**src/rtl/image_mean_divide.sv**
```systemverilog
// Divides four Bayer-channel sums by the pixel count with one shared serial restoring divider.
// Latency 4*ACCUM_WIDTH+1 cycles start to mean_valid (1 cycle when count==0); start while busy is dropped and flagged.
module image_mean_divide #(
    parameter int PIXEL_WIDTH    = 8,
    parameter int NUM_ROWS_WIDTH = 12,
    parameter int NUM_COLS_WIDTH = 12,
    parameter int ACCUM_WIDTH    = NUM_ROWS_WIDTH + NUM_COLS_WIDTH + PIXEL_WIDTH - 2,
    parameter int COUNT_WIDTH    = NUM_ROWS_WIDTH + NUM_COLS_WIDTH - 2
) (
    input  logic                   pixclk,
    input  logic                   resetb,
    input  logic                   start,
    input  logic [ACCUM_WIDTH-1:0] accum00,
    input  logic [ACCUM_WIDTH-1:0] accum01,
    input  logic [ACCUM_WIDTH-1:0] accum10,
    input  logic [ACCUM_WIDTH-1:0] accum11,
    input  logic [COUNT_WIDTH-1:0] count,
    input  logic [PIXEL_WIDTH-1:0] target,
    output logic [PIXEL_WIDTH-1:0] mean00,
    output logic [PIXEL_WIDTH-1:0] mean01,
    output logic [PIXEL_WIDTH-1:0] mean10,
    output logic [PIXEL_WIDTH-1:0] mean11,
    output logic [PIXEL_WIDTH-1:0] mean_luma,
    output logic [PIXEL_WIDTH:0]   ae_error,
    output logic                   mean_valid,
    output logic                   zero_count,
    output logic                   overrun,
    output logic                   busy
);
    localparam int PW = PIXEL_WIDTH;
    localparam int AW = ACCUM_WIDTH;
    localparam int CW = COUNT_WIDTH;
    localparam int BW = $clog2(AW);

    typedef enum logic [1:0] {IDLE, DIV, DONE} state_t;

    state_t                 state_q, state_d;
    logic [3:0][AW-1:0]     acc_q, acc_d;
    logic [CW-1:0]          count_q, count_d;
    logic [PW-1:0]          target_q, target_d;
    logic [1:0]             chan_q, chan_d;
    logic [BW-1:0]          bit_cnt_q, bit_cnt_d;
    logic [CW-1:0]          rem_q, rem_d;
    logic [AW-1:0]          quo_q, quo_d;
    logic [3:0][PW-1:0]     res_q, res_d;
    logic [3:0][PW-1:0]     mean_q, mean_d;
    logic [PW-1:0]          luma_q, luma_d;
    logic [PW:0]            ae_q, ae_d;
    logic                   valid_q, valid_d;
    logic                   zero_q, zero_d;
    logic                   overrun_q, overrun_d;
    logic                   busy_q, busy_d;

    // One restoring step: shift in the next dividend bit, subtract if it fits.
    logic [BW-1:0]          bit_idx;
    logic [CW:0]            trial;
    logic [CW:0]            diff;
    logic                   q_bit;
    logic [AW-1:0]          quo_next;
    logic [PW-1:0]          quo_sat;

    always_comb begin
        bit_idx  = BW'(AW - 1) - bit_cnt_q;
        trial    = {rem_q, acc_q[chan_q][bit_idx]};
        diff     = trial - {1'b0, count_q};
        q_bit    = (trial >= {1'b0, count_q});
        quo_next = {quo_q[AW-2:0], q_bit};
        quo_sat  = (|quo_next[AW-1:PW]) ? {PW{1'b1}} : quo_next[PW-1:0];
    end

    logic                   load_out;
    logic [3:0][PW-1:0]     new_mean;
    logic [PW-1:0]          new_tgt;
    logic [PW+1:0]          luma_sum;
    logic [PW-1:0]          new_luma;

    always_comb begin
        state_d   = state_q;
        acc_d     = acc_q;
        count_d   = count_q;
        target_d  = target_q;
        chan_d    = chan_q;
        bit_cnt_d = bit_cnt_q;
        rem_d     = rem_q;
        quo_d     = quo_q;
        res_d     = res_q;
        mean_d    = mean_q;
        luma_d    = luma_q;
        ae_d      = ae_q;
        valid_d   = 1'b0;
        zero_d    = zero_q;
        overrun_d = overrun_q;
        busy_d    = busy_q;
        load_out  = 1'b0;
        new_mean  = '0;
        new_tgt   = target_q;

        case (state_q)
            IDLE: begin
                if (start) begin
                    acc_d     = {accum11, accum10, accum01, accum00};
                    count_d   = count;
                    target_d  = target;
                    chan_d    = '0;
                    bit_cnt_d = '0;
                    rem_d     = '0;
                    quo_d     = '0;
                    overrun_d = 1'b0;
                    zero_d    = 1'b0;
                    busy_d    = 1'b1;
                    if (count == '0) begin
                        // No pixels: skip the divider and publish zero means now.
                        zero_d   = 1'b1;
                        load_out = 1'b1;
                        new_tgt  = target;
                        valid_d  = 1'b1;
                        state_d  = DONE;
                    end else begin
                        state_d = DIV;
                    end
                end
            end
            DIV: begin
                if (start) overrun_d = 1'b1;
                rem_d     = q_bit ? diff[CW-1:0] : trial[CW-1:0];
                quo_d     = quo_next;
                bit_cnt_d = bit_cnt_q + 1'b1;
                if (bit_cnt_q == BW'(AW - 1)) begin
                    bit_cnt_d      = '0;
                    rem_d          = '0;
                    quo_d          = '0;
                    res_d[chan_q]  = quo_sat;
                    chan_d         = chan_q + 1'b1;
                    if (chan_q == 2'd3) begin
                        new_mean = res_d;
                        load_out = 1'b1;
                        valid_d  = 1'b1;
                        state_d  = DONE;
                    end
                end
            end
            DONE: begin
                if (start) overrun_d = 1'b1;
                busy_d  = 1'b0;
                state_d = IDLE;
            end
            default: state_d = IDLE;
        endcase

        luma_sum = {2'b00, new_mean[0]} + {2'b00, new_mean[1]}
                 + {2'b00, new_mean[2]} + {2'b00, new_mean[3]};
        new_luma = luma_sum[PW+1:2];
        if (load_out) begin
            mean_d = new_mean;
            luma_d = new_luma;
            ae_d   = {1'b0, new_tgt} - {1'b0, new_luma};
        end
    end

    always_ff @(posedge pixclk or negedge resetb) begin
        if (!resetb) begin
            state_q   <= IDLE;
            acc_q     <= '0;
            count_q   <= '0;
            target_q  <= '0;
            chan_q    <= '0;
            bit_cnt_q <= '0;
            rem_q     <= '0;
            quo_q     <= '0;
            res_q     <= '0;
            mean_q    <= '0;
            luma_q    <= '0;
            ae_q      <= '0;
            valid_q   <= 1'b0;
            zero_q    <= 1'b0;
            overrun_q <= 1'b0;
            busy_q    <= 1'b0;
        end else begin
            state_q   <= state_d;
            acc_q     <= acc_d;
            count_q   <= count_d;
            target_q  <= target_d;
            chan_q    <= chan_d;
            bit_cnt_q <= bit_cnt_d;
            rem_q     <= rem_d;
            quo_q     <= quo_d;
            res_q     <= res_d;
            mean_q    <= mean_d;
            luma_q    <= luma_d;
            ae_q      <= ae_d;
            valid_q   <= valid_d;
            zero_q    <= zero_d;
            overrun_q <= overrun_d;
            busy_q    <= busy_d;
        end
    end

    assign mean00     = mean_q[0];
    assign mean01     = mean_q[1];
    assign mean10     = mean_q[2];
    assign mean11     = mean_q[3];
    assign mean_luma  = luma_q;
    assign ae_error   = ae_q;
    assign mean_valid = valid_q;
    assign zero_count = zero_q;
    assign overrun    = overrun_q;
    assign busy       = busy_q;
endmodule
```
**config.mk**
```make
export PLATFORM = sky130hd
export DESIGN_NAME = image_mean_divide
export DESIGN_NICKNAME = d
export VERILOG_FILES = /design/src/rtl/image_mean_divide.sv
export SDC_FILE = /design/constraint.sdc
export NUM_CORES = 1
export LEC_CHECK = 0
export CORE_ASPECT_RATIO = 1.75
export CORE_UTILIZATION = 40
export CTS_CLUSTER_DIAMETER = 80
export DETAILED_ROUTE_END_ITERATION = 8
export PLACE_DENSITY = 0.73
export SYNTH_ARGS = -nofsm -noshare
export SYNTH_HDL_FRONTEND = slang
export SYNTH_SLANG_ARGS = --single-unit
```
**constraint.sdc**
```tcl
create_clock -name pixclk -period 10.2 [get_ports pixclk]
set_input_delay 3.06 -clock pixclk [delete_from_list [all_inputs] [get_ports pixclk]]
set_output_delay 3.06 -clock pixclk [all_outputs]
set_load 0.01 [all_outputs]
```
==> impl_metrics.tcl <==
# metrics dict for downstream scripts
set metrics [dict create \
    track_usage_pct 19.94 \
    seq_area_um2 7183 \
    top_power_group "sequential cells" \
    grt_pass1_wl_um 57160 \
    gp_congestion 0.9170 \
    mostFrequentLayoutCell "dfrtp_1" \
    sh_comb_area_pct 37.74 \
    ys_sh_mux_pct 18.81 \
    clock_skew_ps 25.56 \
    fp_util_pct 40.55 \
    seq_power_share_pct 48.6 \
    clkTransAtPathRegs_ps 70 \
    routed-wl-met3_um 1139 \
    period_used_pct 79.26 \
    clock-sinks 287 \
    crit_arrival_ps 8540 \
    slowest_stage "dfrtp_2" \
    top_area_cell "dfrtp_1" \
    insertion_delay_ps 570 \
    wl_met1_um 13000 \
    setup_viol 0 \
    drcViolationCount 0 \
    tightest_slew_ps 1063 \
    netlist_area_um2 14310 \
    rr_startpoint "chan_q[0]$_DFFE_PN0P_" \
    grt_pass1_vias 10636 \
    die_area_um2 36570 \
    largest_reg_flops 120 \
    fp.coreArea_um2 35300 \
    ys_seq_share_pct 50.18 \
    cp_max_fo 36 \
    fin_setup_tns_ps 0 \
    comb_cells 779 \
    power_uw 2342 \
    seq_area_share_pct 40.35 \
    ys_sh_adder_pct 6.714 \
    p_clk_uw 1110 \
    pwr-share-comb_pct 3.9 \
    critPathLaunchType "register" \
    drt_iter0_drc 555 \
    topCellsByArea "dfrtp_1, mux2_2, mux4_2" \
    p_per_area_nw_per_um2 131.6 \
    status "complete, no violations" \
    simple_gate_share_pct 6.530 \
    ios 206 \
    grt-busiest-layer "met2" \
    syn_area_per_cell_um2 12.10 \
    syn_inst 1183 \
    min_to "mean_luma[0]$_DFFE_PN0P_" \
    peakVddDrop_v 0.0001277 \
    fp-row-count 91 \
    worstHoldStart "mean_luma[0]$_DFFE_PN0P_" \
    htreeDepth 1 \
    firstDrtPassIters 7 \
    cp_top_family "AND-OR/OR-AND gates" \
    drv_cap 0 \
    logic_family "multiplexers" \
    nClkBuffers 33 \
    worst_slack_ps 2115 \
    grtUsageMet1_pct 21.31 \
    stdcell_area_um2 17800 \
    min_path_type "register to register" \
    fin_util_pct 50.44 \
    synth-area-yosys_um2 14310 \
    grt.met2_usage_pct 37.05 \
    netlist_top_cells_count "dfrtp_1, mux2_2, nand2_1, o21ai_0, nor2_1" \
    ys_types 58 \
    ys_ff 287 \
    reg2regPathDepth 26 \
    place_inst 1798 \
    required_ps 10660 \
    cts_setup_buffers 0 \
    reg2reg_slack_ps 2120 \
    highest_layer "met4" \
    crit_path_end "ae_error[8]$_DFFE_PN0P_" \
    fmaxAchievable_mhz 123.7 \
    edf_count 0 \
    cts_tree "built" \
    path_buffers 1 \
    layout.nonclk_buf_share_pct 12.02 \
    max_slew_margin_pct 29.13 \
    cts_root_buf "clkbuf_16" \
    ys_cells 1183 \
    synth_top_cell_by_count "dfrtp_1" \
    ff_count 287 \
    grt_max_degree 84 \
    synth-xor-area-share_pct 1.591 \
    fin_cells 1848 \
    num_antenna_cells 0 \
    logic_area_um2 6719 \
    taps 465 \
    num-fill-cells 3123 \
    switchingPower_uw 497.4 \
    top_cell_area_share_pct 50.18 \
    crit_start "chan_q[0]$_DFFE_PN0P_" \
    p_leak_uw 0.008627 \
    whs_ps 471.2 \
    worstSetupPathType "register to register" \
    dp_hpwl_um 26670 \
    wl_met2_um 19370 \
    r2r-end "ae_error[8]$_DFFE_PN0P_" \
    dp_slack_ps 2018 \
    ys_warn_count 0 \
]
Figure 1. I/O pins on the die edge.
Pins as bars across the die edge, other pins in gray.
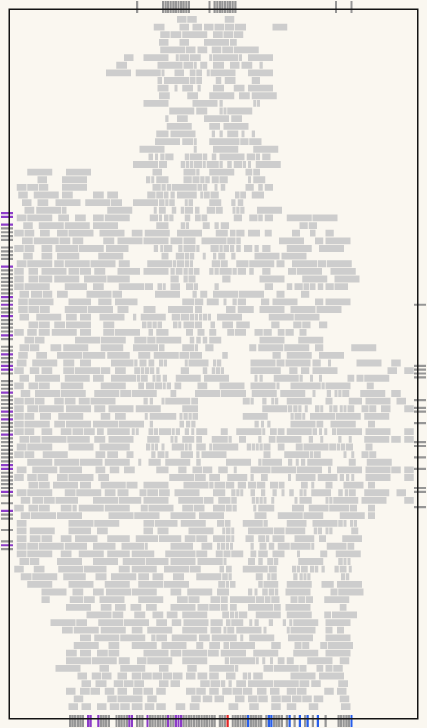
Key: purple = accum01 [pins 30, direction input, edge 20 left, 10 bottom]; blue = mean11 [pins 8, direction output, edge bottom]; red = busy [pins 1, direction output, edge bottom]
# port buffers: 205
Chip Width: 145.0 um

Figure 2. Met3 routing.
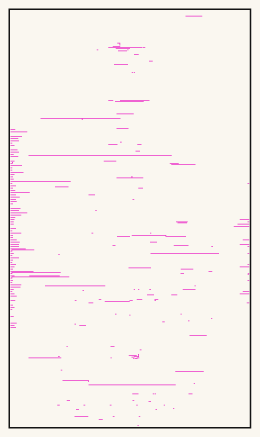
The layer carries 1140 um of wire. The longest straight run is 86.5 um.
Via Count: 9951
met3 Usage GRT: 2.292%

No activity file was given, so power comes from the tool's default toggle rates.
